--- config.mk ---
export PLATFORM = sky130hd
export DESIGN_NAME = fifo_rd_ctrl_flat
export DESIGN_NICKNAME = d
export VERILOG_FILES = /design/src/rtl/fifo_rd_ctrl_if.sv /design/src/rtl/fifo_rd_ctrl.sv /design/src/flat_wrapper.sv
export SDC_FILE = /design/constraint.sdc
export NUM_CORES = 1
export LEC_CHECK = 0
export ABC_AREA = 1
export CAP_MARGIN = 0
export CORE_UTILIZATION = 55
export DETAILED_ROUTE_END_ITERATION = 8
export GPL_TIMING_DRIVEN = 0
export PLACE_DENSITY = 0.91
export SETUP_SLACK_MARGIN = 0.5
export SYNTH_ARGS = -nofsm -noshare
export SYNTH_HDL_FRONTEND = slang
export SYNTH_SLANG_ARGS = --single-unit
--- constraint.sdc ---
create_clock -name rd_clk -period 2.2 [get_ports rd_clk]
set_clock_uncertainty 0.05 [all_clocks]
set_input_delay 0.55 -clock rd_clk [delete_from_list [all_inputs] [get_ports rd_clk]]
set_output_delay 0.55 -clock rd_clk [all_outputs]
set_load 0.05 [all_outputs]
--- src/rtl/fifo_rd_ctrl_if.sv ---
// Downstream valid/ready stream carrying FIFO words drained by fifo_rd_ctrl.
interface fifo_rd_ctrl_if #(
    parameter int unsigned WIDTH = 8
);
    logic             m_valid;
    logic             m_ready;
    logic [WIDTH-1:0] m_data;
    logic             m_last;

    modport master (
        output m_valid,
        output m_data,
        output m_last,
        input  m_ready
    );

    modport slave (
        input  m_valid,
        input  m_data,
        input  m_last,
        output m_ready
    );
endinterface

--- src/rtl/fifo_rd_ctrl.sv ---
// Read-side drain controller: pops an async FIFO at most every other cycle into a
// 2-entry buffer and presents it as a valid/ready stream with burst framing.
module fifo_rd_ctrl #(
    parameter int unsigned WIDTH     = 8,
    parameter int unsigned BURST_LEN = 4
) (
    input  logic             rd_clk,
    input  logic             rd_rstn,
    input  logic             fifo_empty,
    input  logic [WIDTH-1:0] fifo_rd_data,
    output logic             fifo_rd_en,
    fifo_rd_ctrl_if.master   strm,
    output logic [15:0]      rd_count
);

    localparam int unsigned BEAT_W = $clog2(BURST_LEN) + 1;
    localparam logic [BEAT_W-1:0] BEAT_MAX = BEAT_W'(BURST_LEN - 1);

    typedef enum logic [1:0] {
        START0 = 2'd0,
        START1 = 2'd1,
        IDLE   = 2'd2,
        CAPT   = 2'd3
    } state_t;

    state_t            state;
    logic [WIDTH-1:0]  buf_mem [2];
    logic              head;
    logic              tail;
    logic [1:0]        buf_cnt;
    logic [BEAT_W-1:0] beat_cnt;
    logic              capt;
    logic              xfer;

    // A read is only issued with room for its word, one cycle after the previous capture
    assign fifo_rd_en = (state == IDLE) && !fifo_empty && (buf_cnt <= 2'd1);
    assign capt       = (state == CAPT);
    assign xfer       = strm.m_valid && strm.m_ready;

    assign strm.m_valid = (buf_cnt != 2'd0);
    assign strm.m_data  = buf_mem[head];
    assign strm.m_last  = strm.m_valid && (beat_cnt == BEAT_MAX);

    // Sequencer: two blind cycles after reset while the FIFO empty flag settles
    always_ff @(posedge rd_clk or negedge rd_rstn) begin
        if (!rd_rstn) begin
            state <= START0;
        end else begin
            case (state)
                START0:  state <= START1;
                START1:  state <= IDLE;
                IDLE:    state <= fifo_rd_en ? CAPT : IDLE;
                CAPT:    state <= IDLE;
                default: state <= START0;
            endcase
        end
    end

    // Output buffer; capture and transfer may coincide, leaving the count unchanged
    always_ff @(posedge rd_clk or negedge rd_rstn) begin
        if (!rd_rstn) begin
            buf_mem[0] <= '0;
            buf_mem[1] <= '0;
            head       <= 1'b0;
            tail       <= 1'b0;
            buf_cnt    <= 2'd0;
        end else begin
            if (capt) begin
                buf_mem[tail] <= fifo_rd_data;
                tail          <= ~tail;
            end
            if (xfer) begin
                head <= ~head;
            end
            if (capt && !xfer) begin
                buf_cnt <= buf_cnt + 2'd1;
            end else if (!capt && xfer) begin
                buf_cnt <= buf_cnt - 2'd1;
            end
        end
    end

    // Burst position and running transfer count
    always_ff @(posedge rd_clk or negedge rd_rstn) begin
        if (!rd_rstn) begin
            beat_cnt <= '0;
            rd_count <= 16'd0;
        end else if (xfer) begin
            beat_cnt <= (beat_cnt == BEAT_MAX) ? '0 : beat_cnt + BEAT_W'(1);
            rd_count <= rd_count + 16'd1;
        end
    end

endmodule

--- src/flat_wrapper.sv ---
// flat-port wrapper written by rule: the top's interface ports become plain ports
module fifo_rd_ctrl_flat 
#(
    parameter int unsigned WIDTH     = 8,
    parameter int unsigned BURST_LEN = 4
)
  (rd_clk, rd_rstn, fifo_empty, fifo_rd_data, fifo_rd_en, rd_count, strm_m_valid, strm_m_data, strm_m_last, strm_m_ready);
  fifo_rd_ctrl_if #(.WIDTH(WIDTH)) strm_i ();
  input  logic rd_clk;
  input  logic rd_rstn;
  input  logic fifo_empty;
  input  logic [WIDTH-1:0] fifo_rd_data;
  output logic fifo_rd_en;
  output logic [15:0] rd_count;
  output wire logic [$bits(strm_i.m_valid)-1:0] strm_m_valid;
  output wire logic [$bits(strm_i.m_data)-1:0] strm_m_data;
  output wire logic [$bits(strm_i.m_last)-1:0] strm_m_last;
  input wire logic [$bits(strm_i.m_ready)-1:0] strm_m_ready;
  assign strm_m_valid = strm_i.m_valid;
  assign strm_m_data = strm_i.m_data;
  assign strm_m_last = strm_i.m_last;
  assign strm_i.m_ready = strm_m_ready;
  fifo_rd_ctrl #(.WIDTH(WIDTH), .BURST_LEN(BURST_LEN)) u_core (.rd_clk(rd_clk), .rd_rstn(rd_rstn), .fifo_empty(fifo_empty), .fifo_rd_data(fifo_rd_data), .fifo_rd_en(fifo_rd_en), .strm(strm_i), .rd_count(rd_count));
endmodule
==> run notes <==
impl run done, here's what came out: slew at the pin with the worst max-slew slack=0.8753 ns, Flop area=~1000 um2, most common cell in the netlist=nand2_1, DRT Wirelength=roughly 5.0 mm, fraction of layout instances using a drive strength above 1=0.3849, internal power=2.226 mW, Mapped Cells=around 220, final hold violations=0, Yosys chip area=approximately 2000 um2, crit-path max FO=2, Synth area leader=dfrtp_1, reg-to-reg setup timing slack=between 0.4 and 0.5 ns, vias per inst=around 5.3, area fraction in and, or, nand and nor cells=0.2530, Total GRT Usage=0.2428, Buf+Inv Stages, Crit Path=2, status=completed, r2r worst-path depth=11, Comb pwr share=0.618, Synth Area in XOR/XNOR=0.06167
## flip-flops by register name (all words and copies together), names as in the netlist
name,flops
u_core.buf_mem,16
u_core.head,1
u_core.rd_count,16
u_core.state,2
u_core.buf_cnt,2
u_core.tail,1
u_core.beat_cnt,3
## cell usage in the layout, fill, tap and decap left out, types with 2 or more instances in the layout
master,instances
nand2_4,17
nand4_1,3
xor2_1,5
nor2_1,12
inv_2,2
nand2_1,53
clkdlybuf4s50_1,9
nand2_2,2
o21ai_0,11
o21ai_2,9
ha_4,2
dfrtp_1,39
ha_1,2
clkbuf_4,15
buf_6,5
nand3_4,2
buf_12,2
nand3_1,2
buf_8,9
nor2_4,5
buf_4,13
dfrtp_2,2
buf_2,7
clkinv_2,2
xnor2_1,9
inv_1,23
nor2_2,2
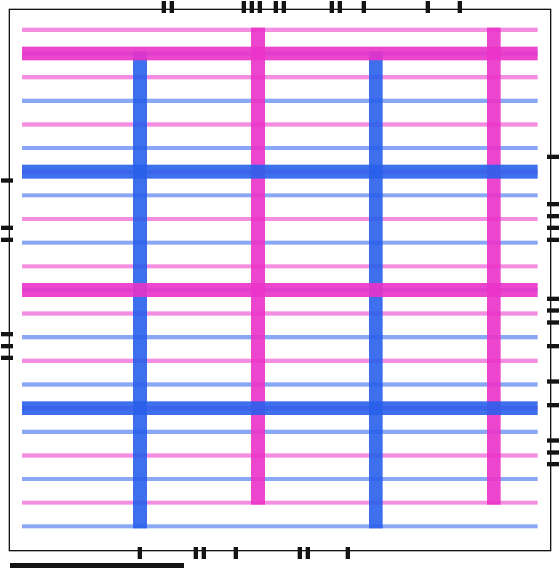
(images/floorplan.png)
The bar under the picture is 20 um long. Pins as bars on the die edge.
Magenta shows VDD. Blue shows VSS.
4 straps on met4. 22 met1 rails follow the rows. 39 signal pins sit on the boundary.

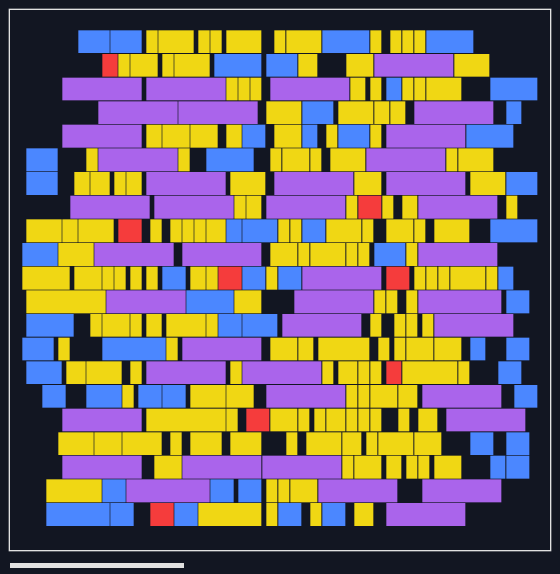
(images/class_map.png)
The bar under the picture is 20 um long.
Blue shows remaining buffers and delay cells, cells 56, share of their area 20%. Red shows clock drivers and dummy loads, cells 8, share of their area 2.0%. Purple shows sequential cells, cells 41, share of their area 37%. Yellow shows remaining logic cells, cells 173, share of their area 41%.

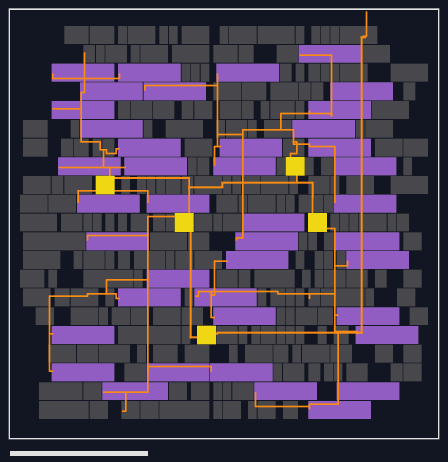
(images/clock_wires.png)
The bar under the picture is 20 um long.
Yellow shows clock-net drivers, count 5. Purple shows flip-flops, count 41. Orange shows clock wires, length 478 um.
There are 6 routed clock nets. Position of the flops: widely spread.

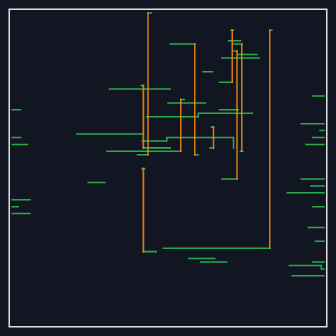
(images/layers.png)
Only two layers are drawn.
Green shows M3, wire length 233 um. Orange shows M4, wire length 192 um.

Power figures rest on the tool's default switching activity, not on a simulated workload.
